<file path="config.mk">
export PLATFORM = sky130hd
export DESIGN_NAME = apb_subsystem
export DESIGN_NICKNAME = d
export VERILOG_FILES = /design/src/rtl/apb_pkg.sv /design/src/rtl/apb_reg_slave.sv /design/src/rtl/apb_subsystem.sv
export SDC_FILE = /design/constraint.sdc
export NUM_CORES = 1
export LEC_CHECK = 0
export ABC_AREA = 1
export CORE_MARGIN = 1.5
export CORE_UTILIZATION = 50
export CTS_CLUSTER_DIAMETER = 100
export CTS_CLUSTER_SIZE = 30
export DETAILED_ROUTE_END_ITERATION = 8
export PLACE_DENSITY = 0.65
export SETUP_SLACK_MARGIN = 0.15
export SYNTH_ARGS = -nofsm -noshare
export SYNTH_HDL_FRONTEND = slang
export SYNTH_SLANG_ARGS = --single-unit
export TNS_END_PERCENT = 100
</file>
<file path="constraint.sdc">
create_clock -name clk -period 2.7 [get_ports clk]
set_clock_uncertainty 0.05 [all_clocks]
set_input_delay 0.54 -clock clk [delete_from_list [all_inputs] [get_ports clk]]
set_output_delay 0.54 -clock clk [all_outputs]
set_load 0.01 [all_outputs]
</file>
<file path="src/rtl/apb_pkg.sv">
// apb_pkg: shared types and constants for the APB master / register-file subsystem.
package apb_pkg;
    typedef enum logic [1:0] {
        IDLE   = 2'b00,
        SETUP  = 2'b01,
        ACCESS = 2'b10
    } state_t;

    typedef struct packed {
        logic ready;
        logic err;
    } resp_t;

    localparam resp_t DECODE_ERR_RESP = '{ready: 1'b1, err: 1'b1};

    function automatic int clog2(input int v);
        int r = 0;
        while ((1 << r) < v) r++;
        return r;
    endfunction
endpackage

</file>
<file path="src/rtl/apb_reg_slave.sv">
// apb_reg_slave: byte-strobed APB register file with a fixed number of wait states per access.
module apb_reg_slave
    import apb_pkg::*;
#(
    parameter int DATA_W      = 8,
    parameter int SLAVE_DEPTH = 16,
    parameter int WAIT_CYCLES = 0
) (
    input  logic                       clk,
    input  logic                       rst,
    input  logic                       psel,
    input  logic                       penable,
    input  logic                       pwrite,
    input  logic [clog2(SLAVE_DEPTH)-1:0] paddr,
    input  logic [DATA_W-1:0]          pwdata,
    input  logic [DATA_W/8-1:0]        pstrb,
    output logic [DATA_W-1:0]          prdata,
    output logic                       pready
);
    logic [3:0]        cnt;
    logic [DATA_W-1:0] mem [SLAVE_DEPTH];

    assign pready = cnt == 4'(WAIT_CYCLES);
    assign prdata = pready ? mem[paddr] : '0;

    // SETUP clears the counter so every ACCESS phase starts from zero
    always_ff @(posedge clk or negedge rst)
        if (!rst)
            cnt <= '0;
        else if (psel && !penable)
            cnt <= '0;
        else if (psel && penable && !pready)
            cnt <= cnt + 4'd1;

    always_ff @(posedge clk or negedge rst)
        if (!rst) begin
            for (int i = 0; i < SLAVE_DEPTH; i++)
                mem[i] <= '0;
        end else if (psel && penable && pwrite && pready) begin
            for (int b = 0; b < DATA_W / 8; b++)
                if (pstrb[b])
                    mem[paddr][b*8 +: 8] <= pwdata[b*8 +: 8];
        end
endmodule

</file>
<file path="src/rtl/apb_subsystem.sv">
// apb_subsystem: APB master FSM with address decode driving NUM_SLAVES register-file slaves.
module apb_subsystem
    import apb_pkg::*;
#(
    parameter int ADDR_W      = 8,
    parameter int DATA_W      = 8,
    parameter int NUM_SLAVES  = 2,
    parameter int SLAVE_DEPTH = 16,
    parameter int WAIT_CYCLES = 0
) (
    input  logic                clk,
    input  logic                rst,
    input  logic                transfer,
    input  logic                read_write,
    input  logic [ADDR_W-1:0]   apb_read_add,
    input  logic [ADDR_W-1:0]   apb_write_add,
    input  logic [DATA_W-1:0]   apb_write_data,
    input  logic [DATA_W/8-1:0] apb_write_strb,
    output logic [DATA_W-1:0]   pr_data,
    output logic                ready,
    output logic                slv_err,
    output logic                busy
);
    localparam int SEL_W = clog2(NUM_SLAVES) < 1 ? 1 : clog2(NUM_SLAVES);
    localparam int IDX_W = clog2(SLAVE_DEPTH);
    // bits between the slave index and the word offset must be zero for a mapped address
    localparam logic [ADDR_W-1:0] GAP_MASK =
        ADDR_W'(((64'd1 << (ADDR_W - SEL_W)) - 64'd1) & ~((64'd1 << IDX_W) - 64'd1));
    localparam logic [SEL_W:0] SLV_CNT = NUM_SLAVES[SEL_W:0];

    state_t                  state;
    logic [ADDR_W-1:0]       paddr;
    logic [DATA_W-1:0]       pwdata;
    logic [DATA_W/8-1:0]     pstrb;
    logic                    pwrite;
    logic                    penable;
    logic [SEL_W-1:0]        sel_idx;
    logic                    dec_err;
    logic                    capture;
    logic                    done;
    logic [NUM_SLAVES-1:0]   psel_v;
    logic [NUM_SLAVES-1:0]   s_ready;
    logic [DATA_W-1:0]       s_rdata [NUM_SLAVES];
    logic [DATA_W-1:0]       prdata_m;
    logic                    pready_m;
    logic                    pslverr_m;

    assign busy    = state != IDLE;
    assign penable = state == ACCESS;
    assign sel_idx = paddr[ADDR_W-1 -: SEL_W];
    assign dec_err = ({1'b0, sel_idx} >= SLV_CNT) || |(paddr & GAP_MASK);
    assign done    = penable && pready_m;
    assign capture = transfer && (state == IDLE || done);

    for (genvar i = 0; i < NUM_SLAVES; i++) begin : g_slv
        assign psel_v[i] = busy && !dec_err && sel_idx == SEL_W'(i);
        apb_reg_slave #(
            .DATA_W      (DATA_W),
            .SLAVE_DEPTH (SLAVE_DEPTH),
            .WAIT_CYCLES (WAIT_CYCLES)
        ) u_slv (
            .clk     (clk),
            .rst     (rst),
            .psel    (psel_v[i]),
            .penable (penable),
            .pwrite  (pwrite),
            .paddr   (paddr[IDX_W-1:0]),
            .pwdata  (pwdata),
            .pstrb   (pstrb),
            .prdata  (s_rdata[i]),
            .pready  (s_ready[i])
        );
    end

    always_comb begin
        prdata_m  = '0;
        pready_m  = dec_err ? DECODE_ERR_RESP.ready : 1'b0;
        pslverr_m = dec_err ? DECODE_ERR_RESP.err : 1'b0;
        for (int i = 0; i < NUM_SLAVES; i++)
            if (psel_v[i]) begin
                prdata_m = s_rdata[i];
                pready_m = s_ready[i];
            end
    end

    always_ff @(posedge clk or negedge rst)
        if (!rst) begin
            paddr  <= '0;
            pwdata <= '0;
            pstrb  <= '0;
            pwrite <= 1'b0;
        end else if (capture) begin
            paddr  <= read_write ? apb_write_add : apb_read_add;
            pwdata <= apb_write_data;
            pstrb  <= apb_write_strb;
            pwrite <= read_write;
        end

    always_ff @(posedge clk or negedge rst)
        if (!rst) begin
            state   <= IDLE;
            ready   <= 1'b0;
            slv_err <= 1'b0;
            pr_data <= '0;
        end else begin
            state   <= capture ? SETUP : state == SETUP ? ACCESS : (penable && !pready_m) ? ACCESS : IDLE;
            ready   <= done;
            slv_err <= done && pslverr_m;
            if (done && !pwrite)
                pr_data <= pslverr_m ? '0 : prdata_m;
        end
endmodule

</file>
**Met2 routing**

Scale: 3 px per µm.
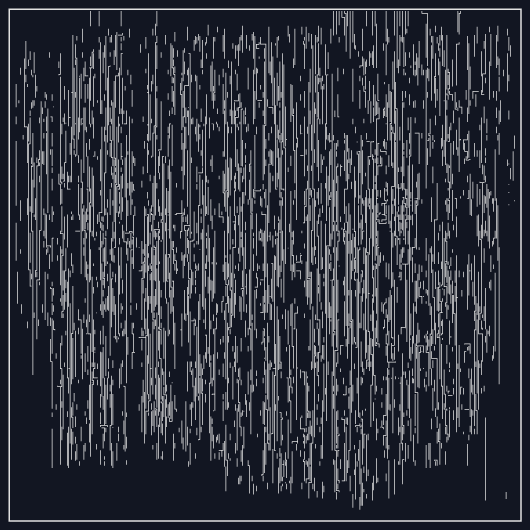
main direction: vertical
longest straight run: 67.5 µm
share of all routed wire: 45%
nets with wire on the layer: 1270
total number of vias: 11200
M2 GR Usage: 0.413
DRT Wirelength: 35800 µm

**Port wiring**

Scale: 1.5 px per µm.
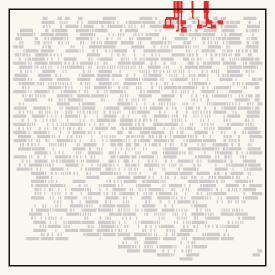
| color | port | bits | direction | end cells | wire |
|---|---|---|---|---|---|
| red | apb_write_add | 8 | input | 8 | 120 µm |
# IOs: 40
I/O Buffers: 39

==> flow_summary.json <==
{
  "hpwl_um": 23000,
  "dp_slack_ps": 470,
  "worst-r2r-cell-count": 6,
  "fillers": 2683,
  "dp_cells": 2139,
  "area_leaders": "dfrtp_1 53%, nand2_1 25%, o21ai_1 6.1%, o21ai_0 4.2%, nand3_1 1.9%",
  "ys_cells": 1811,
  "dieHeight_um": 170,
  "power-top-group": "sequential cells",
  "cts_setup_buffers": 0,
  "comb_area_mm2": 0.00590,
  "placed_area_mm2": 0.0146,
  "internal_power_mw": 6.28,
  "pg_comb_mw": 3.43,
  "cp_data_required_time_ps": 2110,
  "gr-total-overflow": 0,
  "seq_share": 0.491,
  "setup-violations-final": 0,
  "status": "finished, final reports clean",
  "cts_resized": 0,
  "ff_count": 294,
  "clock_net_power_mw": 2.26,
  "reg2reg_setup_slack_ps": 430,
  "grt_use_met1": 0.378,
  "buffer_area_frac": 0.0513,
  "hold_path_class": "reg2reg",
  "rsz0062_at_grt": "false",
  "edf_count": 0,
  "largest_reg_flops": 256,
  "dr_wl_met2_um": 16100,
  "ctsLongestPathBuffers": 3
}
Power is estimated from default activity; no workload was simulated.
